Fig. 1: run 1, metal layers overlaid
Drawn at 6 px/um.
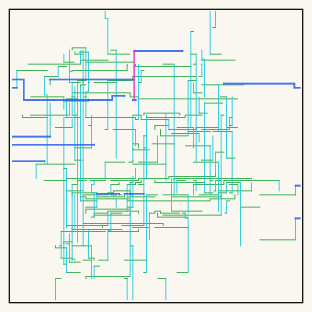
Fig. 2: run 1, cell density map
Drawn at 8 px/um. 10 x 10 tiles, from black (low) to pale yellow (high), 0 to 100% covered.
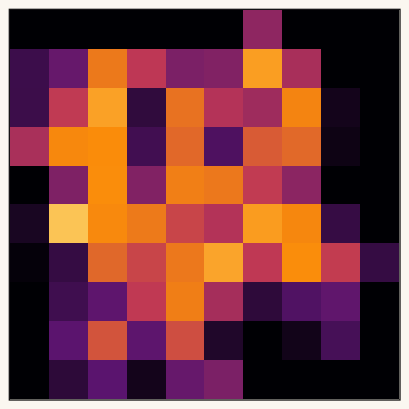
Fig. 3: run 1, clock nets
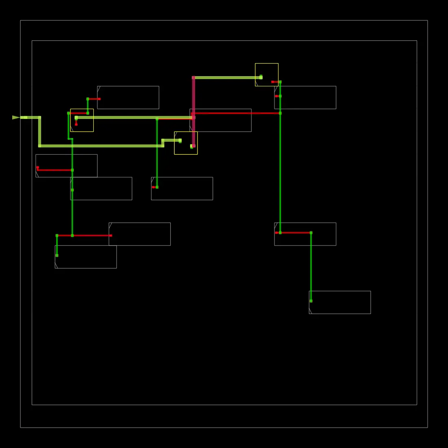
Fig. 4: run 1, placed cells, one color a class
Drawn at 6 px/um.
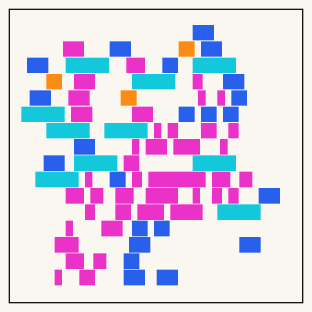
<file path="src/rtl/stmt_lowerer_rr_arbiter.sv">
// Round-robin arbiter with grant hold; 1-cycle req->gnt latency, forced 1-cycle bubble after every release.
// Optional hold timeout enabled by defining STMT_LOWERER_ARB_TIMEOUT_EN.
module stmt_lowerer_rr_arbiter #(
    parameter int NUM_REQ  = 4,
    parameter int MAX_HOLD = 8
) (
    input  logic                       clk,
    input  logic                       rst,
    input  logic [NUM_REQ-1:0]         req,
    input  logic                       done,
    output logic [NUM_REQ-1:0]         gnt,
    output logic                       gnt_valid,
    output logic [$clog2(NUM_REQ)-1:0] gnt_idx,
    output logic                       timeout
);
    localparam int IDX_W = $clog2(NUM_REQ);
    localparam logic [IDX_W:0]       NREQ_W   = (IDX_W+1)'(NUM_REQ);
    localparam logic [IDX_W-1:0]     LAST_IDX = IDX_W'(NUM_REQ-1);
    localparam logic [NUM_REQ-1:0]   ONE_HOT0 = NUM_REQ'(1);

    if (NUM_REQ < 2) begin : g_bad_num_req
        $error("NUM_REQ must be >= 2");
    end
    if (MAX_HOLD < 1) begin : g_bad_max_hold
        $error("MAX_HOLD must be >= 1");
    end

    typedef enum logic {IDLE, GRANT} state_t;

    state_t           state;
    logic [IDX_W-1:0] ptr;
    logic [IDX_W-1:0] win_idx;
    logic [IDX_W-1:0] next_ptr;
    logic [IDX_W:0]   cand;
    logic             found;
    logic             release_now;
    logic             hold_expired;

`ifdef STMT_LOWERER_ARB_TIMEOUT_EN
    localparam int HC_W = $clog2(MAX_HOLD+1);
    localparam logic [HC_W-1:0] HOLD_LAST = HC_W'(MAX_HOLD-1);
    logic [HC_W-1:0] hold_cnt;
    logic            timeout_q;
    assign hold_expired = (hold_cnt == HOLD_LAST);
    assign timeout      = timeout_q;
`else
    assign hold_expired = 1'b0;
    assign timeout      = 1'b0;
`endif

    // First requester at or after ptr, wrapping by subtraction so non-pow2 sizes work.
    always_comb begin
        found   = 1'b0;
        win_idx = '0;
        cand    = '0;
        for (int k = 0; k < NUM_REQ; k++) begin
            cand = {1'b0, ptr} + k[IDX_W:0];
            if (cand >= NREQ_W) begin
                cand = cand - NREQ_W;
            end
            if (req[cand[IDX_W-1:0]]) begin
                found   = 1'b1;
                win_idx = cand[IDX_W-1:0];
                break;
            end
        end
    end

    assign release_now = done | ~req[gnt_idx];
    assign next_ptr    = (gnt_idx == LAST_IDX) ? '0 : gnt_idx + IDX_W'(1);

    always_ff @(posedge clk) begin
        if (rst) begin
            state     <= IDLE;
            gnt       <= '0;
            gnt_valid <= 1'b0;
            gnt_idx   <= '0;
            ptr       <= '0;
`ifdef STMT_LOWERER_ARB_TIMEOUT_EN
            hold_cnt  <= '0;
            timeout_q <= 1'b0;
`endif
        end else begin
`ifdef STMT_LOWERER_ARB_TIMEOUT_EN
            timeout_q <= 1'b0;
`endif
            case (state)
                IDLE: begin
                    if (found) begin
                        state     <= GRANT;
                        gnt       <= ONE_HOT0 << win_idx;
                        gnt_valid <= 1'b1;
                        gnt_idx   <= win_idx;
`ifdef STMT_LOWERER_ARB_TIMEOUT_EN
                        hold_cnt  <= '0;
`endif
                    end
                end
                GRANT: begin
                    if (release_now || hold_expired) begin
                        state     <= IDLE;
                        gnt       <= '0;
                        gnt_valid <= 1'b0;
                        gnt_idx   <= '0;
                        ptr       <= next_ptr;
`ifdef STMT_LOWERER_ARB_TIMEOUT_EN
                        // A normal release on the expiry cycle wins, so no pulse then.
                        timeout_q <= ~release_now;
`endif
                    end else begin
`ifdef STMT_LOWERER_ARB_TIMEOUT_EN
                        hold_cnt  <= hold_cnt + HC_W'(1);
`endif
                    end
                end
                default: begin
                    state <= IDLE;
                end
            endcase
        end
    end
endmodule

</file>
<file path="config.mk">
export PLATFORM = sky130hd
export DESIGN_NAME = stmt_lowerer_rr_arbiter
export DESIGN_NICKNAME = d
export VERILOG_FILES = /design/src/rtl/stmt_lowerer_rr_arbiter.sv
export SDC_FILE = /design/constraint.sdc
export NUM_CORES = 1
export LEC_CHECK = 0
export CAP_MARGIN = 40
export CELL_PAD_IN_SITES_DETAIL_PLACEMENT = 1
export CELL_PAD_IN_SITES_GLOBAL_PLACEMENT = 1
export CORE_UTILIZATION = 25
export DETAILED_ROUTE_END_ITERATION = 6
export GPL_ROUTABILITY_DRIVEN = 1
export PLACE_DENSITY = 0.56
export SLEW_MARGIN = 20
export SYNTH_ARGS = -nofsm -noshare
export SYNTH_HDL_FRONTEND = slang
export SYNTH_SLANG_ARGS = --single-unit
</file>
<file path="constraint.sdc">
create_clock -name clk -period 1.71 [get_ports clk]
set_input_delay 0.171 -clock clk [delete_from_list [all_inputs] [get_ports clk]]
set_output_delay 0.171 -clock clk [all_outputs]
set_load 0.01 [all_outputs]
</file>
==> metrics.log, run 1 <==
[flow] final metrics
[metrics] tap cells: 27
[metrics] chip area estimate from yosys synthesis: 544 um2
[metrics] Netlist cell types: 30
[metrics] grt met3 use: 0.0660
[metrics] max FFs per register: 4
[metrics] sequential cell area in the final layout: 200 um2
[metrics] number of diodes added for antenna fixing: 0
[metrics] Clk power: 158 uW
[metrics] Tot GR Track Use: 0.130
[metrics] sequential fraction of the synthesis area: 0.368
[metrics] share of synthesized cell area in and, or, nand and nor gates: 0.149
[metrics] Multi-input comb cells: 39
[metrics] number of buffers inserted during clock tree synthesis: 3
[metrics] top library cells by usage in the layout, fill and taps aside: clkdlybuf4s50_1 (13), dfxtp_1 (10), buf_4 (9)
[metrics] time the worst path needs with I/O delays and setup: 1590 ps
[metrics] Worst setup EP type: flip-flop
[metrics] # H-tree levels: 1
[metrics] total power: 603 uW
[metrics] Avg Vias per Cell: 4.96
[metrics] number of non-clock buffers: 22
[metrics] max-slew violation total from the final report: 0
[metrics] Largest Pwr Group: registers
[metrics] hold buffer count at cts: 0
[metrics] proportion of final cell area spent on non-clock buffers: 0.254
[metrics] RR Startpoint: gnt_idx[0]
[metrics] biggest regs: gnt (4), gnt_idx (2), ptr (2)
[metrics] setup slack after layout: 115 ps
[metrics] Final Hold Violating Endpoints: 0
[metrics] switch share: 0.288
[metrics] most utilized layer in the global route result: met2
[metrics] pre-CTS setup slack: -173 ps
[metrics] cell family with most CP delay: AND-OR/OR-AND gates
[metrics] post-synthesis to final-layout area growth: 43.0%
[metrics] most frequently placed logic cell in the final layout: clkdlybuf4s50_1
[metrics] multi-input logic portion of the cell area: 0.407
[metrics] Hold Worst Slack: 469 ps
[metrics] total core area: 0.00200 mm2
[metrics] Syn Std Cell Area: 544 um2
[metrics] weighted congestion at the end of routability-driven global placement: 0.806
[metrics] top flip-flop cell by instance count after synthesis: dfxtp_1
[metrics] buffers inserted during post-CTS setup optimization: 0
[metrics] First DRT Iteration DRCs: 8
[metrics] data arrival time of the critical path: 1740 ps
[metrics] main combinational cell family by area after synthesis: AND-OR/OR-AND gates
[metrics] quantity of I/O buffers inserted on ports: 13
[metrics] chip area: 0.00237 mm2
[metrics] sequential portion of the cell area: 0.257
[metrics] dominant cell type by area after synthesis: dfxtp_1
[metrics] row count: 16
[metrics] status: finished clean
[metrics] number of nets with antenna violations after detailed routing: 0
[metrics] worst r2r path cells: 4
[metrics] final cell count without fillers: 103
[metrics] syn avg cell area: 9.90 um2
[metrics] cell-internal power: 430 uW
[metrics] WS Path Type: input pin to flip-flop
[metrics] max-cap viol count: 0
[metrics] fin util: 0.389
[metrics] total instance count after detailed placement: 100
[metrics] detailed placer's ending HPWL: 1110 um
[metrics] setup TNS after final layout: 0 ps
[metrics] fillers: 234
[metrics] Met2 Wirelength: 667 um
[metrics] cell leakage power: 0.000298 uW
[metrics] share of synthesized area spent on multiplexers: 0.0920
[metrics] cell count after synthesis: 55
[metrics] adder share: 0.0230
[metrics] total net switching power: 174 uW
[metrics] combinational gate power: 177 uW
[metrics] routed wire length on met3: 92 um
[metrics] count leader, synth: dfxtp_1
[metrics] Hold Crit Depth: 1
[metrics] final global-route overflow total: 0
[metrics] post-detailed-placement cell area: 756 um2
[metrics] endpoint of the worst hold-timing path: gnt[2]
[metrics] largest reg by FF count: gnt
[metrics] Clock Pin Slew Worst Setup and Hold Paths: 60 ps
[metrics] worst hold start: gnt[2]
[metrics] Critical path origin: req[0]
[metrics] root cell of the clock tree: clkbuf_4
[metrics] setup slack of the most critical reg-to-reg path: 140 ps
[metrics] top layer reached by signal wires: met4
[metrics] async set-or-reset flop fraction in the synthesized netlist: 0
[metrics] DR DRC count: 0
[metrics] type of origin of the critical path: input pin
[metrics] net count of the finished layout: 86
[metrics] met2 track demand over resource in global routing: 0.208
[metrics] pin count of the biggest net entering global routing: 9
[metrics] f_max: 627 MHz
[metrics] power density over cell area: 775 mW/mm2
[metrics] Clock buf/inv share: 0.0289
[metrics] total number of vias: 511
[metrics] synth warn: 0
[metrics] Chip Height: 48.7 um
[metrics] required time reported for the critical path endpoint: 1860 ps
[metrics] number of setup violations in the final report: 0
[metrics] share of power burned in combinational logic: 0.293
[metrics] CTS tree: yes
[metrics] clock network fraction of design power: 0.262
[metrics] Crit Path Max Fanout: 6
[metrics] horizontal die dimension: 48.7 um
[metrics] Routed WL per cell: 13.6 um
[metrics] stage-log warning count: 26
[metrics] Worst path max stage delay: 520 ps
[metrics] power attributed to sequential cells: 269 uW
[metrics] global-route wire length before repair: 2250 um
[metrics] met1 track demand over resource: 0.148
[metrics] total wire length after detailed routing: 1400 um
[metrics] wire length on met1: 631 um
[metrics] count of library flops with an enable pin: 0
[metrics] path class of the lowest-slack min-delay path: flip-flop to flip-flop
[metrics] Combinational Area: 317 um2
[metrics] Tcrit/Tclk final: 0.933
[metrics] RSZ-0062 raised after global routing: false
[metrics] synth cell count leaders: dfxtp_1 (10), a21oi_1 (4), a32o_1 (4), nor2_1 (4), nor3_1 (3)
[metrics] Longest Clk Path Bufs: 2
[metrics] part of the total power dissipated in sequential elements: 0.445
[metrics] via count of the first global-routing pass: 479
[metrics] proportion of layout cells with a drive suffix above 1: 0.237
[metrics] iteration tally of the first detailed-router pass: 4
[metrics] capture point of the critical path: gnt[1]
[metrics] syn nets: 63
[metrics] Max-area cell share: 0.368
[metrics] aoi/oai-family share of the synthesized area: 0.310
[metrics] count of non-CTS inverters in the layout: 2
[metrics] highest ir drop seen on vdd: 0.000461 V
[metrics] cell class with the largest area share: logic gates
[metrics] Non-Filler Cell Area, Final: 778 um2
[metrics] endpoint of the worst register-to-register path: gnt[1]
[metrics] CP max-delay cell: clkdlybuf4s50_1
[metrics] cell total in the yosys stat output: 55
[metrics] initial antenna violation count: 0
Notes on Fig. 1 above:
| color | layer | wire length |
|---|---|---|
| blue | metal 3 | 92.4 um |
| magenta | metal 4 | 8.20 um |
| cyan | metal 2 | 668 um |
| green | metal 1 | 631 um |

Notes on Fig. 2 above:
densest ninth of the die: middle
fullest tile: 87%
emptiest ninth of the die: bottom right
tiles over 75% full: 7.0%
mean over tiles: 31%

Notes on Fig. 3 above:
clk_skew: 9.37 ps
Skew-Pair Late Insertion Delay: 260 ps
# clock sinks: 10
CLK BUF: 3

Notes on Fig. 4 above:
| color | class | cells | share of their area |
|---|---|---|---|
| cyan | flops | 10 | 27% |
| blue | other buffers and delay cells | 22 | 27% |
| magenta | combinational and other logic | 41 | 44% |
| orange | clock drivers | 3 | 3.0% |

Fig. 5: run 1, pin placement
Drawn at 8 px/um. Pins as bars across the die edge, other pins in gray.
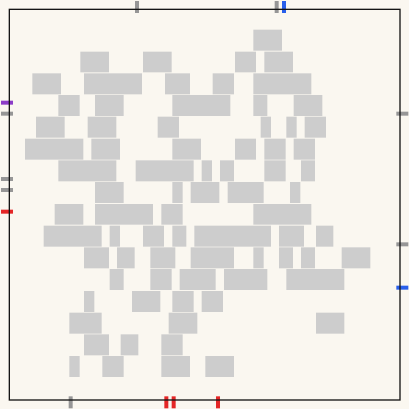

--- run 2 (diff from run 1) ---
--- a/config.mk
+++ b/config.mk
@@ -11,7 +11,7 @@
 export CORE_UTILIZATION = 25
 export DETAILED_ROUTE_END_ITERATION = 6
 export GPL_ROUTABILITY_DRIVEN = 1
-export PLACE_DENSITY = 0.56
+export PLACE_DENSITY = 0.58
 export SLEW_MARGIN = 20
 export SYNTH_ARGS = -nofsm -noshare
 export SYNTH_HDL_FRONTEND = slang
==> constraint.sdc (replaced) <==
create_clock -name clk -period 1.4 [get_ports clk]
set_input_delay 0.14 -clock clk [delete_from_list [all_inputs] [get_ports clk]]
set_output_delay 0.14 -clock clk [all_outputs]
set_load 0.01 [all_outputs]
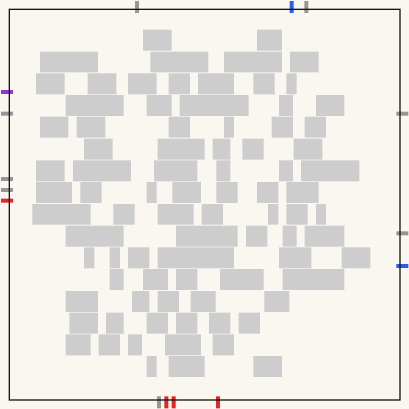
Fig. 6. Pin placement (run 2).
Drawn at 8 px/um. Pins as bars across the die edge, other pins in gray.
| color | port | pins | direction | edge |
|---|---|---|---|---|
| purple | `clk` | 1 | input | left |
| blue | `gnt_idx` | 2 | output | 1 top, 1 right |
| red | `req` | 4 | input | 3 bottom, 1 left |

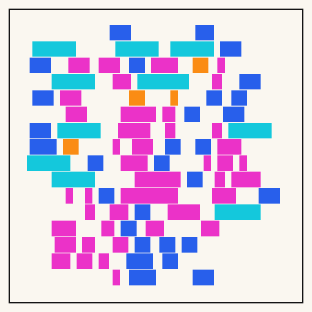
Fig. 7. Placed cells, one color a class (run 2).
Drawn at 6 px/um.
| color | class | cells | share of their area |
|---|---|---|---|
| magenta | combinational and other logic | 41 | 43% |
| blue | other buffers and delay cells | 29 | 30% |
| orange | clock drivers and dummy loads | 4 | 3.1% |
| cyan | flops | 10 | 24% |

==> run 2 against run 1 <==
The flow now finishes with violations (setup timing). Highest routed layer is now met3. Critical path depth shrank 1. Sequential power grew 22%. First-iteration DRC count shrank 38%. Synthesized cell count is the same. Utilization grew 5.6 points. Synthesized area is the same. Die size is the same. Via count grew 2.9%. Register-to-register slack lost 230 ps. Critical path type is now flip-flop to flip-flop. Final cell count grew 7.8%. Critical endpoint is now gnt[3].
==> metrics.log, run 2 <==
[flow] final metrics
[metrics] Hold Worst Slack: 474 ps (+4.74 ps)
[metrics] total number of vias: 526 (+2.9%)
[metrics] Critical path origin: gnt_idx[0]
[metrics] required time reported for the critical path endpoint: 1550 ps (-310 ps)
[metrics] Crit Path Max Fanout: 5 (-1)
[metrics] RR Startpoint: gnt_idx[0]
[metrics] Multi-input comb cells: 39 (unchanged)
[metrics] # H-tree levels: 1 (unchanged)
[metrics] synth warn: 0 (unchanged)
[metrics] share of synthesized cell area in and, or, nand and nor gates: 0.149 (unchanged)
[metrics] cell family with most CP delay: AND-OR/OR-AND gates
[metrics] switch share: 0.296 (+0.00793)
[metrics] setup slack after layout: -89.6 ps (-205 ps)
[metrics] quantity of I/O buffers inserted on ports: 13 (unchanged)
[metrics] adder share: 0.0230 (unchanged)
[metrics] aoi/oai-family share of the synthesized area: 0.310 (unchanged)
[metrics] Avg Vias per Cell: 4.74 (-4.5%)
[metrics] most utilized layer in the global route result: met2
[metrics] RSZ-0062 raised after global routing: true
[metrics] CLK BUF: 4 (+1)
[metrics] max FFs per register: 4 (unchanged)
[metrics] Netlist cell types: 30 (unchanged)
[metrics] combinational gate power: 253 uW (+43%)
[metrics] main combinational cell family by area after synthesis: AND-OR/OR-AND gates
[metrics] Combinational Area: 360 um2 (+14%)
[metrics] detailed placer's ending HPWL: 1240 um (+12%)
[metrics] Worst setup EP type: flip-flop
[metrics] Final Hold Violating Endpoints: 0 (unchanged)
[metrics] count of non-CTS inverters in the layout: 2 (unchanged)
[metrics] met2 track demand over resource in global routing: 0.248 (+0.0394)
[metrics] cell-internal power: 558 uW (+30%)
[metrics] Max-area cell share: 0.368 (unchanged)
[metrics] cell class with the largest area share: logic gates
[metrics] Longest Clk Path Bufs: 2 (unchanged)
[metrics] # clock sinks: 10 (unchanged)
[metrics] top library cells by usage in the layout, fill and taps aside: buf_4 (16), clkdlybuf4s50_1 (9), dfxtp_1 (8), a32o_1 (4)
[metrics] tap cells: 27 (unchanged)
[metrics] sequential portion of the cell area: 0.231 (-0.0266)
[metrics] proportion of final cell area spent on non-clock buffers: 0.288 (+0.0343)
[metrics] Clk power: 210 uW (+33%)
[metrics] proportion of layout cells with a drive suffix above 1: 0.393 (+0.156)
[metrics] cell count after synthesis: 55 (unchanged)
[metrics] Met2 Wirelength: 772 um (+16%)
[metrics] stage-log warning count: 29 (+12%)
[metrics] f_max: 671 MHz
[metrics] Hold Crit Depth: 1 (unchanged)
[metrics] number of diodes added for antenna fixing: 0 (unchanged)
[metrics] total wire length after detailed routing: 1540 um (+9.9%)
[metrics] setup TNS after final layout: -614 ps (-614 ps)
[metrics] Clock buf/inv share: 0.0295 (+0.000597)
[metrics] total core area: 0.00200 mm2 (unchanged)
[metrics] Syn Std Cell Area: 544 um2 (unchanged)
[metrics] First DRT Iteration DRCs: 5 (-3)
[metrics] grt met3 use: 0.0535 (-0.0126)
[metrics] number of nets with antenna violations after detailed routing: 0 (unchanged)
[metrics] share of synthesized area spent on multiplexers: 0.0920 (unchanged)
[metrics] power attributed to sequential cells: 329 uW (+22%)
[metrics] final cell count without fillers: 111 (+7.8%)
[metrics] weighted congestion at the end of routability-driven global placement: 0.818 (+1.4%)
[metrics] total power: 792 uW (+31%)
[metrics] initial antenna violation count: 0 (unchanged)
[metrics] post-detailed-placement cell area: 812 um2 (+7.5%)
[metrics] endpoint of the worst register-to-register path: gnt[3]
[metrics] max-cap viol count: 0 (unchanged)
[metrics] met1 track demand over resource: 0.182 (+0.0341)
[metrics] sequential cell area in the final layout: 205 um2 (+2.5%)
[metrics] path class of the lowest-slack min-delay path: flip-flop to flip-flop
[metrics] part of the total power dissipated in sequential elements: 0.416 (-0.029)
[metrics] highest ir drop seen on vdd: 0.000473 V (+2.6%)
[metrics] number of non-clock buffers: 29 (+32%)
[metrics] max-slew violation total from the final report: 0 (unchanged)
[metrics] Tot GR Track Use: 0.150 (+0.0202)
[metrics] biggest regs: gnt (4), gnt_idx (2), ptr (2)
[metrics] global-route wire length before repair: 2730 um (+21%)
[metrics] number of setup violations in the final report: 9 (+9)
[metrics] fillers: 235 (+0.43%)
[metrics] cell total in the yosys stat output: 55 (unchanged)
[metrics] routed wire length on met3: 69 um (-25%)
[metrics] syn nets: 63 (unchanged)
[metrics] failing checks: setup timing
[metrics] CTS tree: yes
[metrics] chip area: 0.00237 mm2 (unchanged)
[metrics] top layer reached by signal wires: met3
[metrics] Skew-Pair Late Insertion Delay: 270 ps (about the same)
[metrics] share of power burned in combinational logic: 0.320 (+0.027)
[metrics] top flip-flop cell by instance count after synthesis: dfxtp_1
[metrics] syn avg cell area: 9.90 um2 (unchanged)
[metrics] Tcrit/Tclk final: 1.06
[metrics] type of origin of the critical path: flip-flop
[metrics] hold buffer count at cts: 0 (unchanged)
[metrics] iteration tally of the first detailed-router pass: 3 (-1)
[metrics] status: finished, violations left
[metrics] total instance count after detailed placement: 107 (+7.0%)
[metrics] horizontal die dimension: 48.7 um (unchanged)
[metrics] WS Path Type: flip-flop to flip-flop
[metrics] time the worst path needs with I/O delays and setup: 1490 ps
[metrics] async set-or-reset flop fraction in the synthesized netlist: 0 (unchanged)
[metrics] data arrival time of the critical path: 1640 ps (-100 ps)
[metrics] final global-route overflow total: 0 (unchanged)
[metrics] cell leakage power: 0.000376 uW (+26%)
[metrics] worst r2r path cells: 4 (unchanged)
[metrics] multi-input logic portion of the cell area: 0.405 (-0.00169)
[metrics] Clock Pin Slew Worst Setup and Hold Paths: 70 ps (about the same)
[metrics] sequential fraction of the synthesis area: 0.368 (unchanged)
[metrics] clock network fraction of design power: 0.265 (+0.003)
[metrics] net count of the finished layout: 93 (+8.1%)
[metrics] post-synthesis to final-layout area growth: 63.4%
[metrics] count leader, synth: dfxtp_1
[metrics] DR DRC count: 0 (unchanged)
Fig. 8: run 2, cell density map
Drawn at 8 px/um. 10 x 10 tiles, from black (low) to pale yellow (high), 0 to 100% covered.
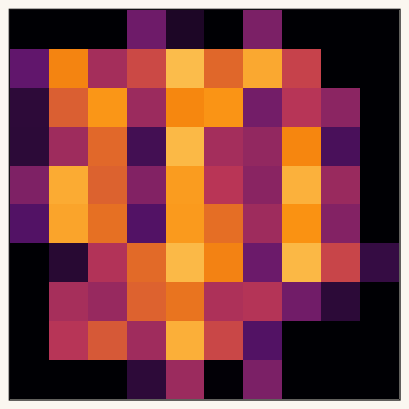

--- run 3 (diff from run 2) ---
--- a/config.mk
+++ b/config.mk
@@ -11,7 +11,7 @@
 export CORE_UTILIZATION = 25
 export DETAILED_ROUTE_END_ITERATION = 6
 export GPL_ROUTABILITY_DRIVEN = 1
-export PLACE_DENSITY = 0.58
+export PLACE_DENSITY_LB_ADDON = 0.1
 export SLEW_MARGIN = 20
 export SYNTH_ARGS = -nofsm -noshare
 export SYNTH_HDL_FRONTEND = slang
==> constraint.sdc (replaced) <==
create_clock -name clk -period 1.6 [get_ports clk]
set_input_delay 0.16 -clock clk [delete_from_list [all_inputs] [get_ports clk]]
set_output_delay 0.16 -clock clk [all_outputs]
set_load 0.01 [all_outputs]
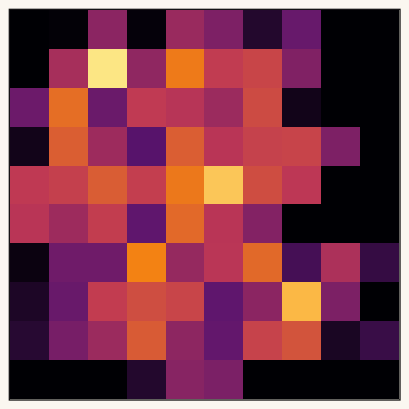
Fig. 9. Cell density map (run 3).
Drawn at 8 px/um. 10 x 10 tiles, from black (low) to pale yellow (high), 0 to 100% covered.
nearly empty tiles: 24%
densest ninth of the die: middle
emptiest ninth of the die: top right
tiles over 75% full: 3.0%

==> run 3 against run 2 <==
The flow now finishes without violations. Routed wire length decreased by 9.7%. Synthesized cell count is the same. Cell area shrank 11%. Power down 11%. Sequential share of layout area up 2.2 points. Flip-flop count unchanged. First-iteration DRC count shrank 20%. Maximum frequency is 0.63% lower.
==> metrics.log, run 3 <==
[flow] final metrics
[metrics] highest ir drop seen on vdd: 0.000429 V (-9.2%)
[metrics] final global-route overflow total: 0 (unchanged)
[metrics] post-detailed-placement cell area: 757 um2 (-6.8%)
[metrics] top flip-flop cell by instance count after synthesis: dfxtp_1
[metrics] # H-tree levels: 1 (unchanged)
[metrics] RSZ-0062 raised after global routing: false
[metrics] number of setup violations in the final report: 0 (-9)
[metrics] Routed WL per cell: 13.3 um
[metrics] clock network fraction of design power: 0.327 (+0.062)
[metrics] max-slew violation total from the final report: 0 (unchanged)
[metrics] setup TNS after final layout: 0 ps (+614 ps)
[metrics] Met2 Wirelength: 607 um (-21%)
[metrics] final cell count without fillers: 104 (-6.3%)
[metrics] top library cells by usage in the layout, fill and taps aside: clkdlybuf4s50_1 (12), dfxtp_1 (9), buf_4 (9)
[metrics] Tcrit/Tclk final: 0.937 (-0.127)
[metrics] data arrival time of the critical path: 1660 ps (+20 ps)
[metrics] Main area contributors: dfxtp_1 (37%), a32o_1 (7.4%), mux2_4 (5.5%), a221oi_4 (4.8%), a21oi_1 (3.7%)
[metrics] async set-or-reset flop fraction in the synthesized netlist: 0 (unchanged)
[metrics] fin util: 0.398
[metrics] Max-area cell share: 0.368 (unchanged)
[metrics] top layer reached by signal wires: met4
[metrics] CP max-delay cell: dfxtp_2
[metrics] cell total in the yosys stat output: 55 (unchanged)
[metrics] Syn Std Cell Area: 544 um2 (unchanged)
[metrics] switch share: 0.276 (-0.0198)
[metrics] total number of vias: 513 (-2.5%)
[metrics] cell leakage power: 0.000314 uW (-16%)
[metrics] biggest regs: gnt (4), gnt_idx (2), ptr (2)
[metrics] routed wire length on met3: 54 um (-22%)
[metrics] fillers: 240 (+2.1%)
[metrics] sequential fraction of the synthesis area: 0.368 (unchanged)
[metrics] path class of the lowest-slack min-delay path: flip-flop to flip-flop
[metrics] count leader, synth: dfxtp_1
[metrics] initial antenna violation count: 0 (unchanged)
[metrics] total core area: 0.00200 mm2 (unchanged)
[metrics] stage-log warning count: 26 (-10%)
[metrics] Floorplan Utilization: 0.272
[metrics] Crit Path Max Fanout: 5 (unchanged)
[metrics] adder share: 0.0230 (unchanged)
[metrics] number of non-clock buffers: 22 (-24%)
[metrics] setup slack after layout: 101 ps (+191 ps)
[metrics] aoi/oai-family share of the synthesized area: 0.310 (unchanged)
[metrics] Final Hold Violating Endpoints: 0 (unchanged)
[metrics] Tot GR Track Use: 0.134 (-0.0160)
[metrics] share of synthesized area spent on multiplexers: 0.0920 (unchanged)
[metrics] count of library flops with an enable pin: 0
[metrics] buffers inserted during post-CTS setup optimization: 0
[metrics] cell-internal power: 510 uW (-8.5%)
[metrics] Combinational Area: 317 um2 (-12%)
[metrics] Hold Crit Depth: 1 (unchanged)
[metrics] Largest Pwr Group: registers
[metrics] tap cells: 27 (unchanged)
[metrics] dominant cell type by area after synthesis: dfxtp_1
[metrics] Multi-input comb cells: 39 (unchanged)
[metrics] DR DRC count: 0 (unchanged)
[metrics] Hold Worst Slack: 466 ps (-8.37 ps)
[metrics] weighted congestion at the end of routability-driven global placement: 0.773 (-5.5%)
[metrics] share of synthesized cell area in and, or, nand and nor gates: 0.149 (unchanged)
[metrics] proportion of layout cells with a drive suffix above 1: 0.260 (-0.133)
[metrics] synth warn: 0 (unchanged)
[metrics] stages on the worst setup path: 4
[metrics] iteration tally of the first detailed-router pass: 4 (+1)
[metrics] sequential portion of the cell area: 0.253 (+0.0225)
[metrics] proportion of final cell area spent on non-clock buffers: 0.252 (-0.0368)
[metrics] Buffers & Inverters on Critical Path: 0
[metrics] power density over cell area: 885 mW/mm2
[metrics] chip area: 0.00237 mm2 (unchanged)
[metrics] pin count of the biggest net entering global routing: 9
[metrics] endpoint of the worst register-to-register path: gnt_idx[0]
[metrics] Non-Filler Cell Area, Final: 796 um2
[metrics] main combinational cell family by area after synthesis: AND-OR/OR-AND gates
[metrics] Netlist cell types: 30 (unchanged)
[metrics] combinational gate power: 186 uW (-26%)
[metrics] met2 track demand over resource in global routing: 0.204 (-0.0440)
[metrics] syn avg cell area: 9.90 um2 (unchanged)
[metrics] global-route wire length before repair: 2390 um (-13%)
[metrics] worst r2r path cells: 4 (unchanged)
[metrics] share of power burned in combinational logic: 0.264 (-0.056)
[metrics] total power: 704 uW (-11%)
[metrics] RR Startpoint: gnt_idx[0]
[metrics] horizontal die dimension: 48.7 um (unchanged)
[metrics] met1 track demand over resource: 0.174 (-0.00835)
[metrics] required time reported for the critical path endpoint: 1760 ps (+210 ps)
[metrics] power attributed to sequential cells: 288 uW (-12%)
[metrics] cell family with most CP delay: AND-OR/OR-AND gates
[metrics] Avg Vias per Cell: 4.93 (+4.1%)
[metrics] net count of the finished layout: 86 (-7.5%)
[metrics] hold buffer count at cts: 0 (unchanged)
[metrics] most utilized layer in the global route result: met2
[metrics] status: finished clean
[metrics] max FFs per register: 4 (unchanged)
[metrics] via count of the first global-routing pass: 511
[metrics] total wire length after detailed routing: 1390 um (-9.7%)
[metrics] Longest Clk Path Bufs: 2 (unchanged)
[metrics] number of diodes added for antenna fixing: 0 (unchanged)
[metrics] clk_skew: 2.79 ps
[metrics] multi-input logic portion of the cell area: 0.398 (-0.00726)
[metrics] Critical path origin: gnt_idx[0]
[metrics] count of non-CTS inverters in the layout: 2 (unchanged)
[metrics] number of nets with antenna violations after detailed routing: 0 (unchanged)
[metrics] max-cap viol count: 0 (unchanged)
[metrics] CTS tree: yes
[metrics] number of buffers inserted during clock tree synthesis: 3
[metrics] Worst setup EP type: flip-flop
[metrics] wire length on met1: 692 um
[metrics] syn nets: 63 (unchanged)
[metrics] grt met3 use: 0.0314 (-0.0220)
[metrics] Chip Height: 48.7 um
[metrics] WS Path Type: flip-flop to flip-flop
[metrics] part of the total power dissipated in sequential elements: 0.409 (-0.007)
[metrics] First DRT Iteration DRCs: 4 (-1)
[metrics] quantity of I/O buffers inserted on ports: 13 (unchanged)
[metrics] time the worst path needs with I/O delays and setup: 1500 ps (+9.48 ps)
[metrics] detailed placer's ending HPWL: 1150 um (-7.1%)
[metrics] Skew-Pair Late Insertion Delay: 270 ps (about the same)
[metrics] # clock sinks: 10 (unchanged)
[metrics] Clock buf/inv share: 0.0456 (+0.0161)
[metrics] quantity of gates resized following cts: 0
[metrics] cell class with the largest area share: logic gates
[metrics] f_max: 667 MHz (-0.63%)
[metrics] post-synthesis to final-layout area growth: 46.2%
[metrics] root cell of the clock tree: clkbuf_4
[metrics] total instance count after detailed placement: 100 (-6.5%)
[metrics] total net switching power: 194 uW
[metrics] Clock Pin Slew Worst Setup and Hold Paths: 60 ps (about the same)
[metrics] cell count after synthesis: 55 (unchanged)
[metrics] sequential cell area in the final layout: 201 um2 (-1.8%)
[metrics] type of origin of the critical path: flip-flop
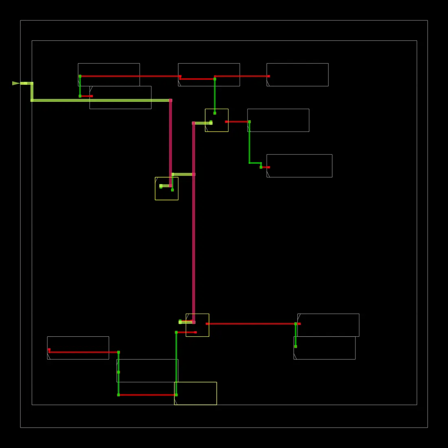
Fig. 10. Clock nets (run 3).
number of flip-flops and latches: 10
CLK BUF: 4
Clk power: 230 uW

Power figures rest on the tool's default switching activity, not on a simulated workload.
